$ cat src/rtl/bist_tpg_lfsr.sv
// LFSR test pattern generator for the BIST path: emits NUM_PATTERNS Fibonacci-LFSR vectors per
// start/done framed run, restarting from a loadable seed so every run is reproducible.
module bist_tpg_lfsr #(
    parameter int unsigned      WIDTH        = 4,
    parameter logic [WIDTH-1:0] TAPS         = 4'b1100,
    parameter logic [WIDTH-1:0] SEED         = 4'b0001,
    parameter int unsigned      NUM_PATTERNS = 8,
    parameter int unsigned      CNT_W        = 8
) (
    input  logic             clock,
    input  logic             reset,
    input  logic             start,
    input  logic             seedLoad,
    input  logic [WIDTH-1:0] seedIn,
    input  logic             hold,
    output logic [WIDTH-1:0] patternOut,
    output logic             patternValid,
    output logic             busy,
    output logic             done,
    output logic [CNT_W-1:0] count
);

    typedef enum logic [1:0] {
        StIdle,
        StRun,
        StDone
    } state_e;

    localparam logic [CNT_W-1:0] LastIdx = CNT_W'(NUM_PATTERNS - 1);
    localparam logic [CNT_W-1:0] NumPat  = CNT_W'(NUM_PATTERNS);

    state_e           state_q;
    logic [WIDTH-1:0] seed_q;
    logic [WIDTH-1:0] lfsr_q;
    logic [CNT_W-1:0] count_q;
    logic             busy_q;
    logic             done_q;
    logic [WIDTH-1:0] lfsr_next;
    logic [WIDTH-1:0] seed_safe;

    always_comb begin
        lfsr_next = {lfsr_q[WIDTH-2:0], ^(lfsr_q & TAPS)};
        // An all-zero seed would lock the LFSR at zero forever.
        seed_safe = (seedIn == '0) ? WIDTH'(1) : seedIn;
    end

    always_ff @(posedge clock or negedge reset) begin
        if (!reset) begin
            state_q <= StIdle;
            seed_q  <= SEED;
            lfsr_q  <= SEED;
            count_q <= '0;
            busy_q  <= 1'b0;
            done_q  <= 1'b0;
        end else begin
            unique case (state_q)
                StIdle: begin
                    done_q <= 1'b0;
                    if (seedLoad) begin
                        seed_q <= seed_safe;
                        lfsr_q <= seed_safe;
                    end else if (start) begin
                        state_q <= StRun;
                        busy_q  <= 1'b1;
                        lfsr_q  <= seed_q;
                        count_q <= '0;
                    end
                end
                StRun: begin
                    if (!hold) begin
                        if (count_q == LastIdx) begin
                            // Last vector accepted: keep it on patternOut through DONE/IDLE.
                            state_q <= StDone;
                            busy_q  <= 1'b0;
                            done_q  <= 1'b1;
                            count_q <= NumPat;
                        end else begin
                            lfsr_q  <= lfsr_next;
                            count_q <= count_q + 1'b1;
                        end
                    end
                end
                StDone: begin
                    state_q <= StIdle;
                    done_q  <= 1'b0;
                end
                default: begin
                    state_q <= StIdle;
                    busy_q  <= 1'b0;
                    done_q  <= 1'b0;
                end
            endcase
        end
    end

    assign patternOut   = lfsr_q;
    assign patternValid = (state_q == StRun) && !hold;
    assign busy         = busy_q;
    assign done         = done_q;
    assign count        = count_q;

endmodule

$ cat config.mk
export PLATFORM = sky130hd
export DESIGN_NAME = bist_tpg_lfsr
export DESIGN_NICKNAME = d
export VERILOG_FILES = /design/src/rtl/bist_tpg_lfsr.sv
export SDC_FILE = /design/constraint.sdc
export NUM_CORES = 1
export LEC_CHECK = 0
export CAP_MARGIN = 20
export CORE_UTILIZATION = 49
export DETAILED_ROUTE_END_ITERATION = 8
export PLACE_DENSITY = 0.78
export SLEW_MARGIN = 30
export SYNTH_ARGS = -nofsm -noshare
export SYNTH_HDL_FRONTEND = slang
export SYNTH_SLANG_ARGS = --single-unit
export TNS_END_PERCENT = 5
$ cat constraint.sdc
create_clock -name clock -period 1.8 [get_ports clock]
set_input_delay 0.18 -clock clock [delete_from_list [all_inputs] [get_ports clock]]
set_output_delay 0.18 -clock clock [all_outputs]
set_load 0.01 [all_outputs]
==> out/results.md <==
| Stage | Quantity | Value |
| --- | --- | --- |
| status | Run status | complete, no violations |
| final timing | Final Hold Viols | 0 |
| setup path | Cell with the biggest individual delay on the critical path | sky130_fd_sc_hd__dfrtp_1 |
| setup path | Number of cells on the critical path | 4 |
| grt | Pin count of the biggest net entering global routing | 21 |
| clock tree | TritonCTS buffer count | 3 |
| synthesis | Post-synth mux share | 11.4% |
| setup path | CP startpoint kind | flip-flop |
| final timing | Setup repair after global routing missed its margin | false |
| final layout | Combinational gate count | 77 |
| clock tree | Clock-pin slew on the worst setup and hold paths | 0.12 ns |
| setup path | Worst path max stage delay | 0.45 ns |
| synthesis | Async set-reset flop share out of synthesis | 100% |
| die | Number of well-tap cells placed | 27 |
| grt | Number of antenna violations at the first check in global routing | 0 |
| grt | Vias in the first global route | 917 |
| clock tree | Clock sink count | 20 |
| final layout | Number of non-clock buffers | 31 |
| final layout | Final non-clock buffer share | 20.2% |
| synthesis | Top comb family, area | simple AND/OR/NAND/NOR gates |
| power and ir drop | Leakage power figure | 0.635 nW |
| power and ir drop | Power attributed to the clock group | 0.261 mW |
| final timing | Worst slew margin relative to its limit | 62.4% |
| power and ir drop | Clock power share | 13.0% |
| clock tree | TritonCTS clock tree | yes |
| placed design | Pre-CTS setup slack | 0.0606 ns |
| final layout | Fraction of final layout cells with drive strength greater than 1 | 21.6% |
| clock tree | Total number of H-tree levels | 1 |
| final layout | Max FFs per register | 8 |
| setup path | Top cell family by delay on the critical path | simple AND/OR/NAND/NOR gates |
| final layout | Top cell category | multi-input combinational cells |
| final layout | Antenna cells | 0 |
| setup path | Worst Path Class, Setup | reg -> reg |
| detailed routing | DR top layer | met4 |
| power and ir drop | Max power group | combinational cells |
| die | Top-level I/O count | 24 |
| synthesis | YS warnings | 0 |
| detailed routing | Number of nets still failing antenna checks after routing | 0 |
| placed design | Instance area at placement | 0.00139 sq mm |
| job | Maximum capacitance violations | 0 |
| power and ir drop | Total Power Consumption | 2.01 mW |
| final layout | Summed area of non-filler cells in the final layout | 0.00143 sq mm |
| setup path | Cell count of the worst reg-to-reg path | 4 |
| detailed routing | Via density | 5.37 |
| synthesis | Sequential area share after synthesis | 46.5% |
| final layout | Area delta synth->final | 32.4% |
| final timing | Crit path time final | 1.68 ns |
| final timing | Maximum operating frequency | 595 MHz |
| final layout | Filler cell count | 161 |
| final layout | Number of sequential cells in the layout | 20 |
| final timing | Final worst-path setup slack | 0.121 ns |
| setup path | Start point of the critical path | count[5]$_DFFE_PN0P_ |
| power and ir drop | Worst IR drop on VDD | 0.877 mV |
| detailed routing | WL final | 2.23 mm |
| die | Std-Cell Rows | 16 |
| synthesis | Synthesized-area fraction occupied by xor and xnor cells | 0.809% |
| setup path | Critical path fanouts, max | 6 |
| final timing | Period utilisation layout | 93.3% |
| final layout | Commonest cells after routing, fill and taps aside | 22 x sky130_fd_sc_hd__clkdlybuf4s50_1, 17 x sky130_fd_sc_hd__dfrtp_1, 13 x sky130_fd_sc_hd__o21ai_0 |
| setup path | Critical path data arrival time | 1.87 ns |
| synthesis | Fraction of the mapped netlist area in compound gates | 17.5% |
| power and ir drop | Total power divided by cell area | 1400 mW/mm^2 |
| synthesis | Ys flops | 20 |
| final layout | Leading cell type in the layout, fill and taps excluded | sky130_fd_sc_hd__clkdlybuf4s50_1 |
| setup path | R2r endpoint | patternOut[2]$_DFFE_PN0P_ |
| final timing | Minimum hold slack | 0.208 ns |
| setup path | Endpoint of the worst setup timing path | patternOut[2]$_DFFE_PN0P_ |
| placed design | PortBufs | 23 |
| clock tree | Setup repair bufs after CTS | 1 |
| synthesis | Number of different library cells in the post-synthesis netlist | 37 |
| min path | Min-delay worst type | in -> async |
| die | Floorplan Core Area | 0.00202 sq mm |
| clock tree | Clock tree root driver cell | sky130_fd_sc_hd__clkbuf_4 |
| detailed routing | Detailed-routing wirelength on met1 | 1.05 mm |
| final layout | Area of the multi-input gates | 538 sq um |
| final timing | Actual slew at the worst max-slew pin | 0.560 ns |
| final timing | Final total negative setup slack | 0 ns |
| setup path | Launching point of the worst reg2reg path | count[5]$_DFFE_PN0P_ |
| setup path | Slack of the worst reg-to-reg path | 0.12 ns |
| clock tree | Maximum clock path buffer count | 2 |
| placed design | Sum of net half-perimeters after detailed placement | 1.67 mm |
| detailed routing | Detailed-router iteration count before antenna repair | 4 |
| detailed routing | Total met3 wirelength after detailed routing | 106 um |
| detailed routing | Remaining routing DRC violations | 0 |
| die | Horizontal die dimension | 49.0 um |
| final timing | Setup clock skew after layout | 0.00415 ns |
| setup path | Endpoint class of the critical path | flip-flop |
| grt | Total gr overflow | 0 |
| placed design | Post-placement cell count | 161 |
| synthesis | Number of nets produced by synthesis | 116 |
| synthesis | Area fraction of the dominant cell type after synthesis | 41.6% |
| setup path | Chain of cells forming the critical path | or3_4 -> o21a_4 -> nor2_8 -> mux2_4 |
| synthesis | Area fraction in and, or, nand and nor cells | 18.8% |
| placed design | Final GP Congestion | 0.782 |
| final layout | Clock network area share | 2.53% |
| synthesis | Cell type contributing the most total cell area after synthesis | sky130_fd_sc_hd__dfrtp_1 |
| synthesis | Adder and majority gate portion of the synthesized area | 1.16% |
| power and ir drop | Switching share of total power | 34.0% |
| setup path | Number of buffers and inverters on the critical path | 0 |
| die | Die Footprint | 0.00240 sq mm |
| final layout | Net total in the final layout | 150 |
| synthesis | Most common cell in the netlist | sky130_fd_sc_hd__dfrtp_1 |
| power and ir drop | Power of the combinational group | 0.972 mW |
| grt | Global routing met2 resource utilization | 36.8% |
| power and ir drop | Comb power frac | 48.3% |
| final layout | Combinational share of cell area | 37.6% |
| die | Initial Util | 53.5% |
| synthesis | Leading post-synthesis cells by instance count | 18 x sky130_fd_sc_hd__dfrtp_1, 13 x sky130_fd_sc_hd__o21ai_0, 8 x sky130_fd_sc_hd__nor2_1, 7 x sky130_fd_sc_hd__nand2_1 |
| final layout | Number of signal-net inverters in the final layout | 7 |
| setup path | Data required time at the worst endpoint | 1.99 ns |
| detailed routing | Met2 WL | 1.06 mm |
| synthesis | Number of enable flip-flop cells | 0 |
| synthesis | Cell total in the yosys stat output | 106 |
| job | Number of logged tool warnings | 26 |
| die | Chip height | 49.0 um |
| grt | Wire length of the first global-routing pass | 3.94 mm |
| clock tree | Insertion Delay late pin | 0.29 ns |
| final layout | Final cell count without fillers | 166 |
| synthesis | Leading cell types by total area after synthesis | sky130_fd_sc_hd__dfrtp_1 42%, sky130_fd_sc_hd__o21ai_0 6.0%, sky130_fd_sc_hd__mux2_4 5.5%, sky130_fd_sc_hd__dfstp_2 4.9%, sky130_fd_sc_hd__mux2_2 3.1% |
| synthesis | Ys flop type | sky130_fd_sc_hd__dfrtp_1 |
| detailed routing | Violation count after the first detailed-route iteration | 20 |
| synthesis | Syn_area_per_cell | 10.2 sq um |
| final timing | Number of endpoints failing setup at the final stage | 0 |
| final layout | Clock buffers | 4 |
| synthesis | Post-Syn Instances | 106 |
| grt | Met3 track demand over resource in global routing | 3.12% |
| synthesis | Synthesis area per yosys | 0.00108 sq mm |
| clock tree | Post-CTS Hold Buffers | 0 |
| power and ir drop | Switching power of the nets | 0.683 mW |
| synthesis | Cell area after synthesis | 0.00108 sq mm |
| final timing | Final-report max-slew violation count | 0 |
| detailed routing | Count of vias placed by the detailed router | 892 |
Figure 1. Cell classes on the final placement.
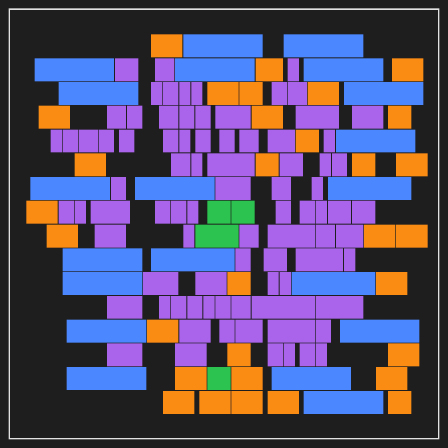
| color | class | cells |
|---|---|---|
| orange | other buffers and delay cells | 31 |
| purple | combinational and other logic | 84 |
| blue | flops | 20 |
| green | clock drivers and dummy loads | 4 |

Figure 2. Local utilization.
The die is cut into 10 by 10 equal tiles; black is low, pale yellow is high, 0 to 100% covered.
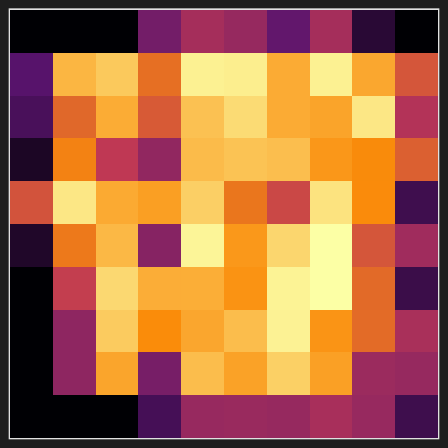
fullest tile: 100%
densest ninth of the die: middle
mean over tiles: 58%
emptiest ninth of the die: bottom left
nearly empty tiles: 10%
tiles over 75% full: 44%

Figure 3. Cells by drive strength.
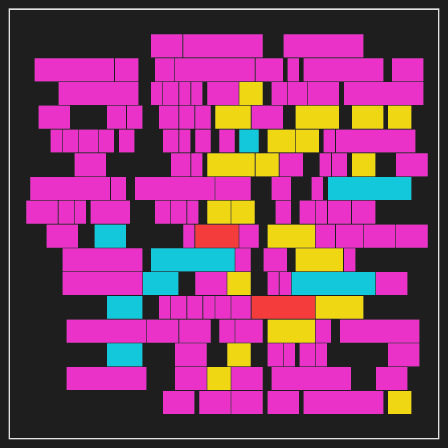
| color | size | cells | share |
|---|---|---|---|
| magenta | _0 and _1 cells | 109 | 78% |
| yellow | _3 and _4 cells | 20 | 14% |
| red | _6 and larger | 2 | 1.4% |
| cyan | _2 cells | 8 | 5.8% |

Figure 4. Congestion heat map.
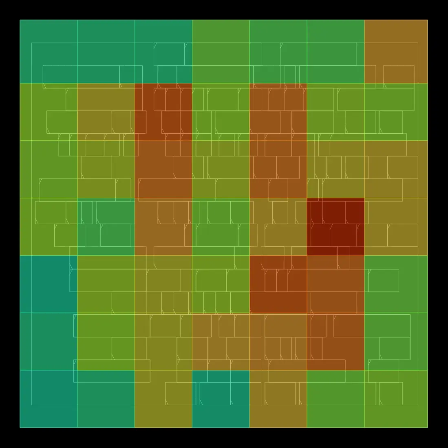
average routed wire per standard cell: 13.4 um
utilization after layout: 70.9%
GRT Overall Usage: 21.2%
met1 layer usage reported by global route: 26.8%
busiest layer in global routing: met2

Figure 5. Sequential cells grouped by signal name.
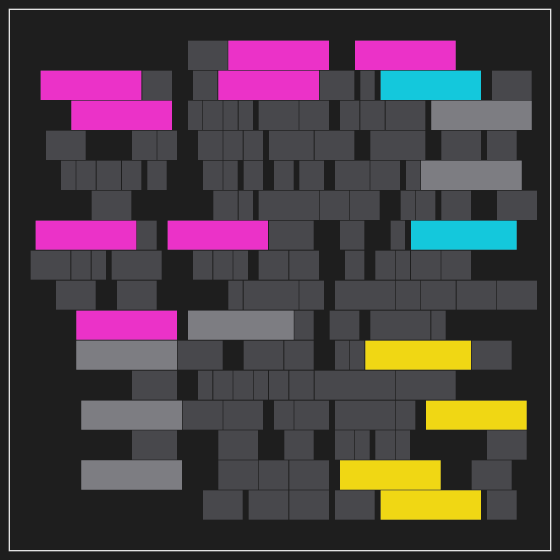
| color | signal | flops |
|---|---|---|
| magenta | count | 8 |
| yellow | patternOut | 4 |
| cyan | state_q | 2 |
power of the sequential group: 0.778 mW
proportion of cell area occupied by registers: 35.2%
sequential cell area: 504 sq um

No activity file was given, so power comes from the tool's default toggle rates.
